### src/rtl/adc_chan_avg_if.sv
// Bundles the ADC sample stream, the averaged result stream and the CSR bus of adc_chan_avg.
// The master side drives samples and CSR strobes; the slave side is the averager.
interface adc_chan_avg_if;
    logic        in_valid;
    logic [4:0]  in_channel;
    logic [11:0] in_data;
    logic        out_valid;
    logic [4:0]  out_channel;
    logic [11:0] out_data;
    logic [4:0]  csr_address;
    logic        csr_read;
    logic        csr_write;
    logic [31:0] csr_writedata;
    logic [31:0] csr_readdata;

    modport master (
        output in_valid, in_channel, in_data,
        output csr_address, csr_read, csr_write, csr_writedata,
        input  out_valid, out_channel, out_data, csr_readdata
    );

    modport slave (
        input  in_valid, in_channel, in_data,
        input  csr_address, csr_read, csr_write, csr_writedata,
        output out_valid, out_channel, out_data, csr_readdata
    );
endinterface

### src/rtl/adc_chan_avg.sv
// Per-channel block averager for ADC response samples: accumulates 2^AVG_LOG2 samples per channel,
// emits the truncated mean as a one-cycle pulse and keeps the latest mean readable over the CSR bus.
module adc_chan_avg #(
    parameter int AVG_LOG2 = 4,
    parameter int NUM_CH   = 16
) (
    input logic           clk_clk,
    input logic           reset_reset,
    adc_chan_avg_if.slave bus
);
    localparam int AW = 12 + AVG_LOG2;
    localparam int CW = (AVG_LOG2 == 0) ? 1 : AVG_LOG2;
    localparam logic [CW-1:0] CNT_LAST  = CW'((1 << AVG_LOG2) - 1);
    localparam logic [4:0]    ADDR_DROP = 5'd16;
    localparam logic [4:0]    ADDR_CTRL = 5'd17;

    // Storage is sized for the full 16-channel address space so a 4-bit index is always legal;
    // entries at or above NUM_CH are never written and stay at zero.
    logic [AW-1:0] acc_q [16];
    logic [AW-1:0] acc_d [16];
    logic [CW-1:0] cnt_q [16];
    logic [CW-1:0] cnt_d [16];
    logic [11:0]   avg_q [16];
    logic [11:0]   avg_d [16];
    logic [15:0]   fresh_q, fresh_d;
    logic [15:0]   drop_q, drop_d;
    logic          enable_q, enable_d;
    logic          out_valid_q, out_valid_d;
    logic [4:0]    out_channel_q, out_channel_d;
    logic [11:0]   out_data_q, out_data_d;
    logic [31:0]   rdata_q, rdata_d;

    logic [3:0]    in_ch;
    logic [3:0]    rd_ch;
    logic          in_range;
    logic          accept;
    logic          drop;
    logic          complete;
    logic          ctrl_wr;
    logic          clear;
    logic          rd_chan;
    logic [AW-1:0] sum;

    wire unused_wdata = ^bus.csr_writedata[31:2];

    always_comb begin
        in_ch    = bus.in_channel[3:0];
        rd_ch    = bus.csr_address[3:0];
        in_range = bus.in_channel < 5'(NUM_CH);
        accept   = enable_q && bus.in_valid && in_range;
        drop     = enable_q && bus.in_valid && !in_range;
        sum      = acc_q[in_ch] + AW'(bus.in_data);
        complete = accept && (cnt_q[in_ch] == CNT_LAST);
        ctrl_wr  = bus.csr_write && (bus.csr_address == ADDR_CTRL);
        clear    = ctrl_wr && bus.csr_writedata[1];
        rd_chan  = bus.csr_read && (bus.csr_address < 5'(NUM_CH));
    end

    // Priority: read-clear of fresh, then completion, then the CSR clear overrides everything.
    always_comb begin
        acc_d         = acc_q;
        cnt_d         = cnt_q;
        avg_d         = avg_q;
        fresh_d       = fresh_q;
        drop_d        = drop_q;
        enable_d      = enable_q;
        out_valid_d   = 1'b0;
        out_channel_d = out_channel_q;
        out_data_d    = out_data_q;
        rdata_d       = rdata_q;

        if (rd_chan) begin
            fresh_d[rd_ch] = 1'b0;
        end

        if (accept) begin
            if (complete) begin
                acc_d[in_ch]   = '0;
                cnt_d[in_ch]   = '0;
                avg_d[in_ch]   = 12'(sum >> AVG_LOG2);
                fresh_d[in_ch] = 1'b1;
                out_valid_d    = 1'b1;
                out_channel_d  = bus.in_channel;
                out_data_d     = 12'(sum >> AVG_LOG2);
            end else begin
                acc_d[in_ch] = sum;
                cnt_d[in_ch] = cnt_q[in_ch] + CW'(1);
            end
        end

        if (drop && (drop_q != 16'hFFFF)) begin
            drop_d = drop_q + 16'd1;
        end

        if (ctrl_wr) begin
            enable_d = bus.csr_writedata[0];
        end

        if (clear) begin
            for (int i = 0; i < 16; i++) begin
                acc_d[i] = '0;
                cnt_d[i] = '0;
                avg_d[i] = '0;
            end
            fresh_d     = '0;
            drop_d      = '0;
            out_valid_d = 1'b0;
        end

        if (bus.csr_read) begin
            if (rd_chan) begin
                rdata_d = {fresh_q[rd_ch], 19'b0, avg_q[rd_ch]};
            end else if (bus.csr_address == ADDR_DROP) begin
                rdata_d = {16'b0, drop_q};
            end else if (bus.csr_address == ADDR_CTRL) begin
                rdata_d = {31'b0, enable_q};
            end else begin
                rdata_d = '0;
            end
        end
    end

    always_ff @(posedge clk_clk) begin
        if (reset_reset) begin
            for (int i = 0; i < 16; i++) begin
                acc_q[i] <= '0;
                cnt_q[i] <= '0;
                avg_q[i] <= '0;
            end
            fresh_q       <= '0;
            drop_q        <= '0;
            enable_q      <= 1'b1;
            out_valid_q   <= 1'b0;
            out_channel_q <= '0;
            out_data_q    <= '0;
            rdata_q       <= '0;
        end else begin
            acc_q         <= acc_d;
            cnt_q         <= cnt_d;
            avg_q         <= avg_d;
            fresh_q       <= fresh_d;
            drop_q        <= drop_d;
            enable_q      <= enable_d;
            out_valid_q   <= out_valid_d;
            out_channel_q <= out_channel_d;
            out_data_q    <= out_data_d;
            rdata_q       <= rdata_d;
        end
    end

    assign bus.out_valid    = out_valid_q;
    assign bus.out_channel  = out_channel_q;
    assign bus.out_data     = out_data_q;
    assign bus.csr_readdata = rdata_q;
endmodule

### src/flat_wrapper.sv
// flat-port wrapper written by rule: the top's interface ports become plain ports
module adc_chan_avg_flat 
#(
    parameter int AVG_LOG2 = 4,
    parameter int NUM_CH   = 16
)
  (clk_clk, reset_reset, bus_in_valid, bus_in_channel, bus_in_data, bus_csr_address, bus_csr_read, bus_csr_write, bus_csr_writedata, bus_out_valid, bus_out_channel, bus_out_data, bus_csr_readdata);
  adc_chan_avg_if bus_i ();
  input logic clk_clk;
  input logic reset_reset;
  input wire logic [$bits(bus_i.in_valid)-1:0] bus_in_valid;
  input wire logic [$bits(bus_i.in_channel)-1:0] bus_in_channel;
  input wire logic [$bits(bus_i.in_data)-1:0] bus_in_data;
  input wire logic [$bits(bus_i.csr_address)-1:0] bus_csr_address;
  input wire logic [$bits(bus_i.csr_read)-1:0] bus_csr_read;
  input wire logic [$bits(bus_i.csr_write)-1:0] bus_csr_write;
  input wire logic [$bits(bus_i.csr_writedata)-1:0] bus_csr_writedata;
  output wire logic [$bits(bus_i.out_valid)-1:0] bus_out_valid;
  output wire logic [$bits(bus_i.out_channel)-1:0] bus_out_channel;
  output wire logic [$bits(bus_i.out_data)-1:0] bus_out_data;
  output wire logic [$bits(bus_i.csr_readdata)-1:0] bus_csr_readdata;
  assign bus_i.in_valid = bus_in_valid;
  assign bus_i.in_channel = bus_in_channel;
  assign bus_i.in_data = bus_in_data;
  assign bus_i.csr_address = bus_csr_address;
  assign bus_i.csr_read = bus_csr_read;
  assign bus_i.csr_write = bus_csr_write;
  assign bus_i.csr_writedata = bus_csr_writedata;
  assign bus_out_valid = bus_i.out_valid;
  assign bus_out_channel = bus_i.out_channel;
  assign bus_out_data = bus_i.out_data;
  assign bus_csr_readdata = bus_i.csr_readdata;
  adc_chan_avg #(.AVG_LOG2(AVG_LOG2), .NUM_CH(NUM_CH)) u_core (.clk_clk(clk_clk), .reset_reset(reset_reset), .bus(bus_i));
endmodule
### config.mk
export PLATFORM = sky130hd
export DESIGN_NAME = adc_chan_avg_flat
export DESIGN_NICKNAME = d
export VERILOG_FILES = /design/src/rtl/adc_chan_avg_if.sv /design/src/rtl/adc_chan_avg.sv /design/src/flat_wrapper.sv
export SDC_FILE = /design/constraint.sdc
export NUM_CORES = 1
export LEC_CHECK = 0
export CAP_MARGIN = 5
export CORE_ASPECT_RATIO = 0.75
export CORE_MARGIN = 1
export CORE_UTILIZATION = 30
export DETAILED_ROUTE_END_ITERATION = 8
export GPL_TIMING_DRIVEN = 1
export RECOVER_POWER = 100
export SETUP_SLACK_MARGIN = 0.05
export SYNTH_ARGS = -nofsm -noshare
export SYNTH_HDL_FRONTEND = slang
export SYNTH_SLANG_ARGS = --single-unit
export TNS_END_PERCENT = 30
### constraint.sdc
create_clock -name clk_clk -period 5.03 [get_ports clk_clk]
set_input_delay 0.7545 -clock clk_clk [delete_from_list [all_inputs] [get_ports clk_clk]]
set_output_delay 0.7545 -clock clk_clk [all_outputs]
set_load 0.05 [all_outputs]
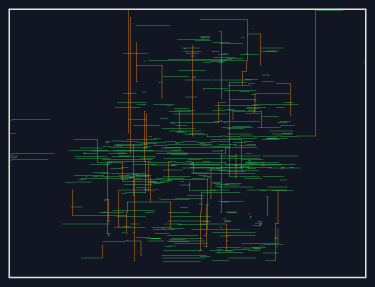
Run 1: metal layers overlaid
Only two layers are drawn.
met3 -> green  # wire length 7,060 um
met4 -> orange  # wire length 1,890 um

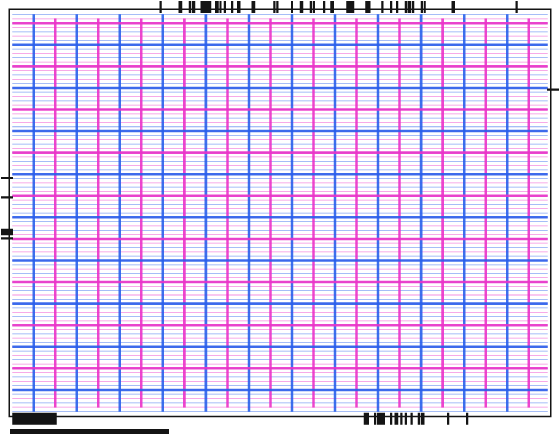
Run 1: supply network
Bar = 100 um. Pins as bars on the die edge.
VSS -> blue
VDD -> magenta
met4 straps = 24
rows = 92
met5 straps = 18
met1 rails = 93
signal pins = 109

==> flow_summary.yaml, run 1 <==
# generated from flow reports
logic_synthesis:
  area_leaders: "dfxtp_1 (45%), mux4_2 (13%), nand2_1 (11%), a21oi_1 (8.3%), clkbuf_1 (2.5%)"
  ys_area_mm2: 0.0258
  ys_ff: 580
  most_common_cell: "nand2_1"
  synthCells: 2901
  ff_type: "dfxtp_1"
  yosysSeqAreaShare: 0.450
  syn_avg_cell_area_um2: 8.89
  top_area_frac: 0.450
  ys_top_cells_by_count: "nand2_1 (734), dfxtp_1 (580), a21oi_1 (426), clkbuf_1 (172), mux4_2 (154)"
  edf_count: 0
  async_flop_share: 0
  synth_cell_types: 67
  netlist_area_mm2: 0.0258
  yosysCellCount: 2901
timing:
  rsz0062_at_grt: "false"
  relSlewSlack: -0.588
  fin_skew_ns: 0.0443
  fmax_mhz: 222
  setup_viol: 0
  drv_slew: 30
  worst_pin_slew_ns: 2.38
  whs_ns: 0.449
  fin_ws_ns: 0.526
  hold_viol: 0
  setup_tns_ns: 0
finish:
  final-seq-area_mm2: 0.0116
  nNetsFinal: 2964
  fill_cells: 8679
  logic_area_mm2: 0.0130
  num-nonclk-inverters: 17
  logic_gates: 2042
  buffers: 189
  clkCellAreaFrac: 0.0690
  seq_share: 0.390
  drive_gt1_frac: 0.139
  postLayoutCoreUtil: 0.352
  sh_comb_area: 0.436
  clockBufferCount: 86
  final_cell_area_mm2: 0.0298
  syn2layout_area_growth_pct: 15.4
  flops: 580
  finalNonFillerCells: 4068
grt:
  grt_overflow: 0
  antenna_found_initial: 4
  grt_pass1_wl_mm: 127
place:
  place.gp.congestion: 0.871
  post_dp_cell_area_mm2: 0.0279
  place_inst: 3956
  port_buffers: 63
  dp_slack_ns: 0.221
die:
  die_x_um: 340
  pin_count: 109
  die_y_um: 256
  initial_core_util: 0.305
  taps: 1128
worst_setup_path:
  worst-path-max-fanout: 19
  r2r_cells: 10
  critPathLaunch: "bus_in_channel[0]"
  critPathKind: "in2reg"
  reg2reg_to: "u_core.bus.out_data[0]"
  r2r_setup_slack_ns: 0.87
  worstSetupStartpointType: "input port"
  cp-endpoint: "u_core.bus.out_data[6]"
  r2r_start: "u_core.acc_q[0]"
  worstPathArrival_ns: 5.05
  cp_data_required_time_ns: 5.58
power_and_ir_drop:
  p_seq_mw: 4.62
  swShare: 0.243
  power_frac_comb: 0.059
  p_clk_mw: 4.66
  p_comb_mw: 0.586
  netSwitchingPower_mw: 2.40
  intPower_mw: 7.47
  pwr-share-clk: 0.472
  seq_power_share: 0.469
  power.group.top: "the clock network"
  leakagePower_nw: 9.74
clock_network:
  insertion_delay_ns: 0.66
  clkTransAtPathRegs_ns: 0.07
  cts_tree: "yes"
  cts.repair.resized: 0
  post-cts-setup-buffer-count: 0
  cts.path.max_buffers: 3
  htreeDepth: 2
  cts_buffers: 60
  cts_hold_buf: 0
  cts_root_buffer: "clkbuf_16"
  clock-sinks: 580
status:
  violations: "max-capacitance violations, max-slew violations"
  status: "complete, but fails checks"
min_path:
  min_path_cells: 2
  hold_path_end: "u_core.acc_q[211]"
  holdCritStartpoint: "u_core.acc_q[211]"
  holdCritPathClass: "reg2reg"
detailed_routing:
  firstDrtPassIters: 5
  ant_nets: 0
  drc: 0
  wl_per_cell_um: 20.6
  wl_mm: 83.8
  via_count: 21800
  vias_per_cell: 5.35
  drt_iter0_markers: 2430
job:
  maxCapViolations: 1
  tool_warnings: 60
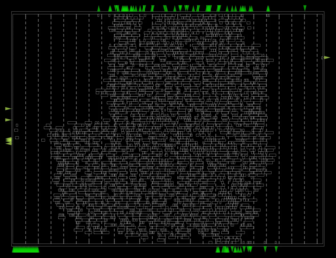
Run 1: cell placement
placeable core area: 0.0845 mm^2
# rows: 92

run 1: cells by family after synthesis:
family | count (synthesis) | share of synthesized area
other | 1 | 0.000145
adder cells (fa/ha/maj) | 15 | 0.00757
AND/OR/NAND/NOR | 1113 | 0.181
flip-flops | 580 | 0.450
buffers and inverters | 293 | 0.0517
multiplexers | 206 | 0.155
AND-OR/OR-AND | 667 | 0.145
XOR/XNOR | 26 | 0.00956
run 1: worst max-delay path, cell delays in order:
cell	delay [ns]
buf_6	0.29
buf_12	0.21
clkbuf_1	0.18
mux4_2	0.53
mux4_2	0.48
ha_1	0.31
clkbuf_1	0.15
o21ai_0	0.13
o21ai_0	0.36
nand2_1	0.09
o311ai_1	0.83
buf_4	0.41
nand2_1	0.11
a21oi_1	0.15
run 1: layout by cell type, fill, tap and decap left out, types with 31 or more instances in the layout:
| master | count |
|---|---|
| a211oi_1 | 41 |
| a21oi_1 | 423 |
| buf_4 | 89 |
| clkbuf_1 | 31 |
| clkbuf_16 | 61 |
| dfxtp_1 | 580 |
| dlygate4sd3_1 | 36 |
| mux2i_1 | 49 |
| mux4_2 | 154 |
| nand2_1 | 734 |
| nand3_1 | 96 |
| nor2_1 | 143 |
| nor4_1 | 31 |
| o21ai_0 | 103 |
run 1: flip-flops by register name, summed over array words and instances, names as in the netlist:
register                 count
u_core.acc_q               256
u_core.avg_q               192
u_core.bus.csr_readdata     17
u_core.bus.out_channel       5
u_core.bus.out_data         12
u_core.bus.out_valid         1
u_core.cnt_q                64
u_core.drop_q               16
u_core.enable_q              1
u_core.fresh_q              16
run 1: per-layer routing:
metal / track usage / up-vias / routed length, um
li1: - / 10100 / -
met1: 0.270 / 10700 / 37900
met2: 0.283 / 854 / 36900
met3: 0.0333 / 120 / 7060
met4: 0.0547 / 2 / 1890
met5: 0 / - / 20
==> run 1 -> run 2 <==
Settings changed: CTS_BUF_LIST from default to sky130_fd_sc_hd__clkbuf_16, SKIP_LAST_GASP from default to 1.
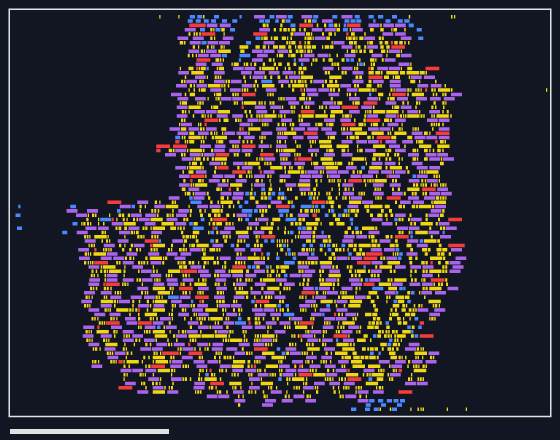
Run 2: cells coloured by class
Bar = 100 um.
flip-flops -> purple  # cells 580, share of their area 41%
clock drivers and dummy loads -> red  # cells 111, share of their area 6.8%
all other logic -> yellow  # cells 2,059, share of their area 46%
other buffers and delay cells -> blue  # cells 189, share of their area 5.8%

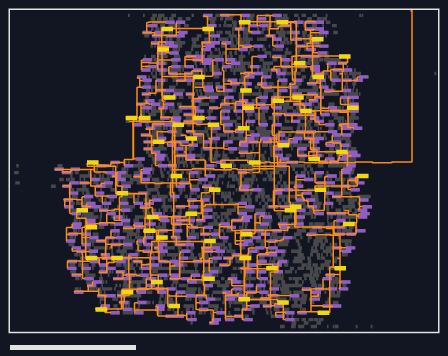
Run 2: clock distribution
Bar = 100 um.
clock wires -> orange  # length 7,440 um
cells driving clock nets -> yellow  # count 60
flip-flops -> purple  # count 580
routed clock nets = 61

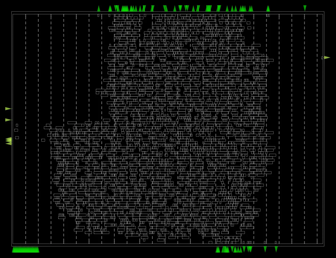
Run 2: cell placement
utilization after layout: 0.351
fillers: 8,694
sequential portion of the cell area: 0.392
n_taps: 1,128
Flops: 580

==> run 2 against run 1 <==
- the run still ends with max-capacitance violations, max-slew violations left
- synthesized area is the same
- non-clock buffer count is the same
- largest power group is now registers
- combinational power is essentially flat
==> flow_summary.yaml, run 2 <==
# generated from flow reports
status:
  status: "complete, but fails checks"
  violations: "max-capacitance violations, max-slew violations"
job:
  maxCapViolations: 1
finish:
  mostFrequentLayoutCells: "nand2_1 (734), dfxtp_1 (580), a21oi_1 (423)"
  regMostFlops: "u_core.acc_q"
  logic_area_mm2: 0.0130
  syn2layout_area_growth_pct: 14.9
  nNetsFinal: 2964
  drive_gt1_frac: 0.134
  largest_reg_flops: 256
  largest_registers: "u_core.acc_q: 256 flops, u_core.avg_q: 192 flops, u_core.cnt_q: 64 flops"
worst_setup_path:
  r2r_start: "u_core.acc_q[0]"
  cp_top_family: "AND-OR/OR-AND gates"
  path_cells: "buf_6, buf_12, clkbuf_1, mux4_2, mux4_2, ha_1, clkbuf_1, o21ai_0, o21ai_0, nand2_1, o311ai_1, and2_0, buf_12, nand2_1, a21oi_1"
  critPathLaunch: "bus_in_channel[0]"
  worst-path-max-fanout: 19
  cp_num_buf_inv: 5
  cp-endpoint: "u_core.acc_q[186]"
  cp_slowest_cell: "o311ai_1"
  worstPathArrival_ns: 5.08
  critPathKind: "in2reg"
  reg2reg_to: "u_core.bus.out_data[0]"
  worstSetupStartpointType: "input port"
  r2r_setup_slack_ns: 0.84
  cp_data_required_time_ns: 5.60
  slowest_delay_ns: 0.84
grt:
  antenna_found_initial: 3
  grt_pass1_wl_mm: 127
timing:
  drv_slew: 30
  setup_viol: 0
  relSlewSlack: -0.585
  hold_viol: 0
  rsz0062_at_grt: "false"
  fin_skew_ns: 0.0446
  setup_tns_ns: 0
  worst_pin_slew_ns: 2.38
  fmax_mhz: 222
detailed_routing:
  firstDrtPassIters: 6
  ant_nets: 0
  via_count: 21700
  drc: 0
  wl_per_cell_um: 20.6
clock_network:
  post-cts-setup-buffer-count: 0
  insertion_delay_ns: 0.66
  clock-sinks: 580
  cts_hold_buf: 0
  cts_buffers: 60
  cts_tree: "yes"
  clkTransAtPathRegs_ns: 0.06
  cts.repair.resized: 0
  htreeDepth: 2
  cts.path.max_buffers: 3
logic_synthesis:
  most_common_cell: "nand2_1"
  edf_count: 0
  async_flop_share: 0
  top_area_frac: 0.450
  ys_area_mm2: 0.0258
  area_leaders: "dfxtp_1 (45%), mux4_2 (13%), nand2_1 (11%), a21oi_1 (8.3%), clkbuf_1 (2.5%)"
  yosysSeqAreaShare: 0.450
  netlist_area_mm2: 0.0258
  ys_top_cells_by_count: "nand2_1 (734), dfxtp_1 (580), a21oi_1 (426), clkbuf_1 (172), mux4_2 (154)"
  yosysCellCount: 2901
  ys_ff: 580
  ff_type: "dfxtp_1"
min_path:
  min_path_cells: 2
  holdCritPathClass: "reg2reg"
  holdCritStartpoint: "u_core.avg_q[53]"
die:
  initial_core_util: 0.305
  die_y_um: 256
  rows: 92
  die_x_um: 340
  coreArea_mm2: 0.0845
  pin_count: 109
place:
  port_buffers: 63
  place.gp.congestion: 0.871
run 2: metrics by stage:
step	setup slack, ns	hold WS, ns	area, um^2
after global placement	0.242	0.436	27900
after detailed placement	0.221	0.442	27900
final	0.517	0.448	29600
after floorplan	0.0579	0.428	25900
after global routing	0.333	0.461	29600
after CTS	0.852	0.450	29800
run 2: report_power, final:
group,internal (mW),total [mW],switching (mW)
clock,2.46,4.42,1.96
sequential,4.61,4.62,0.0108
combinational,0.170,0.585,0.416
total,7.25,9.63,2.38
run 2: cell type report:
| type | instances | share of cell area |
|---|---|---|
| Sequential cell | 580 | 0.392 |
| Multi-Input combinational cell | 2042 | 0.438 |
| Clock inverter | 50 | 0.0133 |
| Inverter | 17 | 0.00215 |
| Tap cell | 1128 | 0.0477 |
| Antenna cell | 1 | 0.0000845 |
| Timing Repair Buffer | 189 | 0.0556 |
| Clock buffer | 61 | 0.0515 |
run 2: logic make-up (layout without fill, tap and decap cells):
| kind of cell | after synthesis | after routing | share of synthesized area |
|---|---|---|---|
| mux | 206 | 206 | 0.155 |
| xor+xnor | 26 | 26 | 0.00956 |
| buf+inv | 293 | 317 | 0.0517 |
| compound gates | 667 | 667 | 0.145 |
| fa+ha+maj | 15 | 15 | 0.00757 |
| other cells | 1 | 16 | 0.000145 |
| flops | 580 | 580 | 0.450 |
| simple gates | 1113 | 1113 | 0.181 |
run 2: per-layer routing:
| metal | vias up | routed length [um] | GRT usage |
|---|---|---|---|
| met5 | - | 0 | 0 |
| met4 | 0 | 1860 | 0.0533 |
| met3 | 117 | 7190 | 0.0328 |
| met2 | 870 | 36900 | 0.284 |
| met1 | 10600 | 37800 | 0.270 |
| li1 | 10100 | - | - |
Run 2, metal layers overlaid:
Only two layers are drawn.
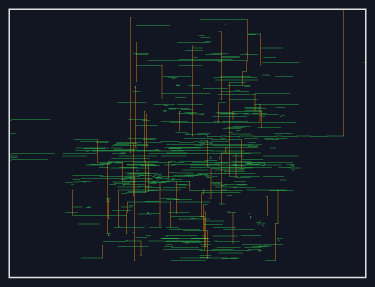

==> run 2 -> run 3 <==
Clock period 5.03 ns to 5.7 ns, I/O delays scaled along.
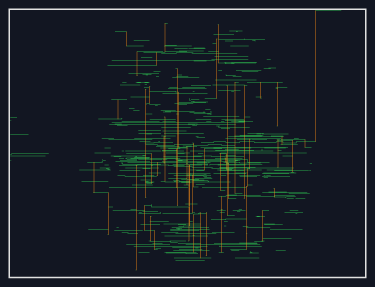
Run 3: metal layers overlaid
Only two layers are drawn.
met3 -> green  # wire length 7,420 um
met4 -> orange  # wire length 2,160 um

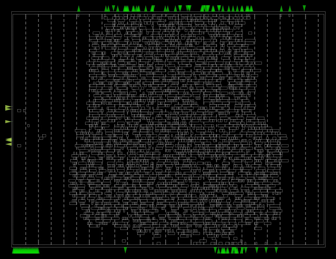
Run 3: cell placement
fillers: 8,663
non-filler cells, final: 4,044

==> run 3 against run 2 <==
- the flow still finishes with violations (max-capacitance violations, max-slew violations)
- count of clock-buffer cells in the layout rose by 1
- non-clock buffer count fell by 22
- hold slack barely moved
- critical path depth fell by 3
- sequential share of layout area rose by 0.24 points
- die area did not move
- worst setup slack improved by 0.19 ns
- via count fell by 0.29%
- combinational power fell by 14%
- power fell by 12%
- synthesized cell count did not move
- core utilization fell by 0.21 points
- largest power group unchanged
- highest routed layer unchanged
==> flow_summary.yaml, run 3 <==
# generated from flow reports
status:
  status: "complete, but fails checks"
  violations: "max-capacitance violations, max-slew violations"
finish:
  syn2layout_area_growth_pct: 14.2
  largest_registers: "u_core.acc_q: 256 flops, u_core.avg_q: 192 flops, u_core.cnt_q: 64 flops"
  nNetsFinal: 2943
  final_cell_area_mm2: 0.0294
  largest_reg_flops: 256
  regMostFlops: "u_core.acc_q"
  antenna_cells: 0
  postLayoutCoreUtil: 0.348
die:
  coreArea_mm2: 0.0845
  rows: 92
  pin_count: 109
place:
  place.gp.congestion: 0.841
  post_dp_cell_area_mm2: 0.0276
detailed_routing:
  met2WireLength_mm: 37.1
  wl_per_cell_um: 20.7
  ant_nets: 0
  met1Wirelength_mm: 37.1
  wl_mm: 83.8
  met3WireLength_mm: 7.42
  drc: 0
  firstDrtPassIters: 6
timing:
  rsz0062_at_grt: "false"
  setup_viol: 0
  fin_ws_ns: 0.707
  setup_tns_ns: 0
  worst_pin_slew_ns: 1.79
  fmax_mhz: 200
  drv_slew: 71
  relSlewSlack: -0.193
grt:
  antenna_found_initial: 1
  top_usage_layer: "met2"
  grt_pass1_wl_mm: 128
  use_met1: 0.269
  use_met3: 0.0349
power_and_ir_drop:
  pwr-share-clk: 0.456
  power_frac_comb: 0.060
  swShare: 0.242
  netSwitchingPower_mw: 2.04
worst_setup_path:
  cp_slowest_cell: "nor2_1"
  worstSetupStartpointType: "input port"
  cp_data_required_time_ns: 6.25
  worst-path-max-fanout: 34
  slowest_delay_ns: 1.23
  worstPathArrival_ns: 5.54
  critPathKind: "in2reg"
  path_cells: "clkdlybuf4s50_1, clkbuf_2, buf_4, nor2b_1, a22oi_1, nand2_1, ha_1, nand3_1, nor2_1, clkbuf_2, o21ai_0, a21oi_1"
logic_synthesis:
  top_area_frac: 0.450
  adder_share: 0.00757
  netlist_area_mm2: 0.0258
  ys_top_cells_by_count: "nand2_1 (734), dfxtp_1 (580), a21oi_1 (426), clkbuf_1 (172), mux4_2 (154)"
  ys_sh_aoi: 0.145
  xor_share: 0.00956
  ys_area_mm2: 0.0258
  yosysCellCount: 2901
  synthMuxAreaShare: 0.155
  synthTopLogicFamily: "simple AND/OR/NAND/NOR gates"
  async_flop_share: 0
  yosysSeqAreaShare: 0.450
  edf_count: 0
clock_network:
  clock-sinks: 580
  cts.path.max_buffers: 3
  post-cts-setup-buffer-count: 0
  clkTransAtPathRegs_ns: 0.06
  cts_buffers: 61
  cts.repair.resized: 0
  htreeDepth: 2
  cts_hold_buf: 0
  insertion_delay_ns: 0.64
min_path:
  holdCritPathClass: "reg2reg"
job:
  maxCapViolations: 3
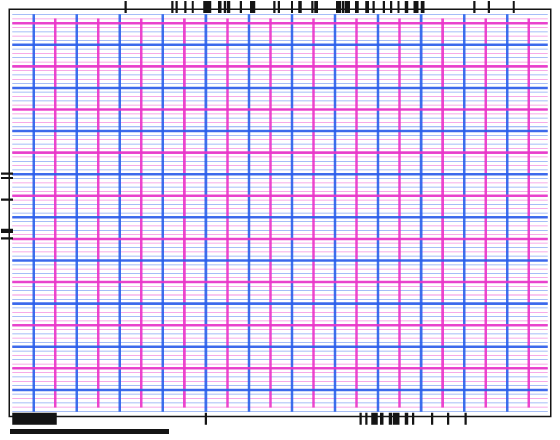
Run 3: supply network
Bar = 100 um. Pins as bars on the die edge.
die width: 340 um
chip height: 256 um
worst vdd ir: 215 uV

run 3: cell counts after synthesis:
Identical to the previous run, type by type.
run 3: stage by stage:
step	hold WS [ns]	total power, mW
5_1_grt	0.462	8.69
3_3_place_gp	0.435	4.67
3_5_place_dp	0.442	4.67
2_1_floorplan	0.428	4.51
4_1_cts	0.450	8.49
6_report	0.449	8.43
run 3: final timing paths:
check	from	endpoint	slack, ns	depth (start not counted)
min reg2reg	u_core.avg_q[112]	u_core.avg_q[112]	0.45	2
max reg2reg	u_core.acc_q[200]	u_core.avg_q[47]	1.32	11
min	u_core.avg_q[112]	u_core.avg_q[112]	0.45	2
max	bus_in_channel[3]	u_core.cnt_q[6]	0.71	12
run 3: area by class of cell:
type / instances / area [um^2]
Sequential cell: 580 / 11600
Timing Repair Buffer: 167 / 1440
Clock inverter: 48 / 347
Tap cell: 1128 / 1410
Multi-Input combinational cell: 2042 / 13000
Inverter: 17 / 63.8
Fill cell: 8663 / 55100
Clock buffer: 62 / 1550
run 3: cells by family (layout without fill, tap and decap cells):
family	Yosys count	count (layout)
other	1	15
xor gates and xnor gates	26	26
and+or+nand+nor	1113	1113
muxes	206	206
DFF	580	580
AOI/OAI and AO/OA	667	667
buffers and inverters	293	294
adders and majority gates	15	15
run 3: power groups by stage:
stage / Combinational, mW / Clock, mW / Sequential [mW]
5_1_grt: 0.535 / 4.07 / 4.08
4_1_cts: 0.504 / 3.91 / 4.08
6_report: 0.506 / 3.84 / 4.08
2_1_floorplan: 0.326 / 0 / 4.18
3_5_place_dp: 0.503 / 0 / 4.17
3_3_place_gp: 0.503 / 0 / 4.17
run 3: worst max-delay path: cells and delay by family:
kind	cells	cell delay [ns]
and+or+nand+nor	4	1.78
buffers and inverters	4	2.06
adders and majority gates	1	0.32
AOI/OAI and AO/OA	3	0.49
No activity file was given, so power comes from the tool's default toggle rates.
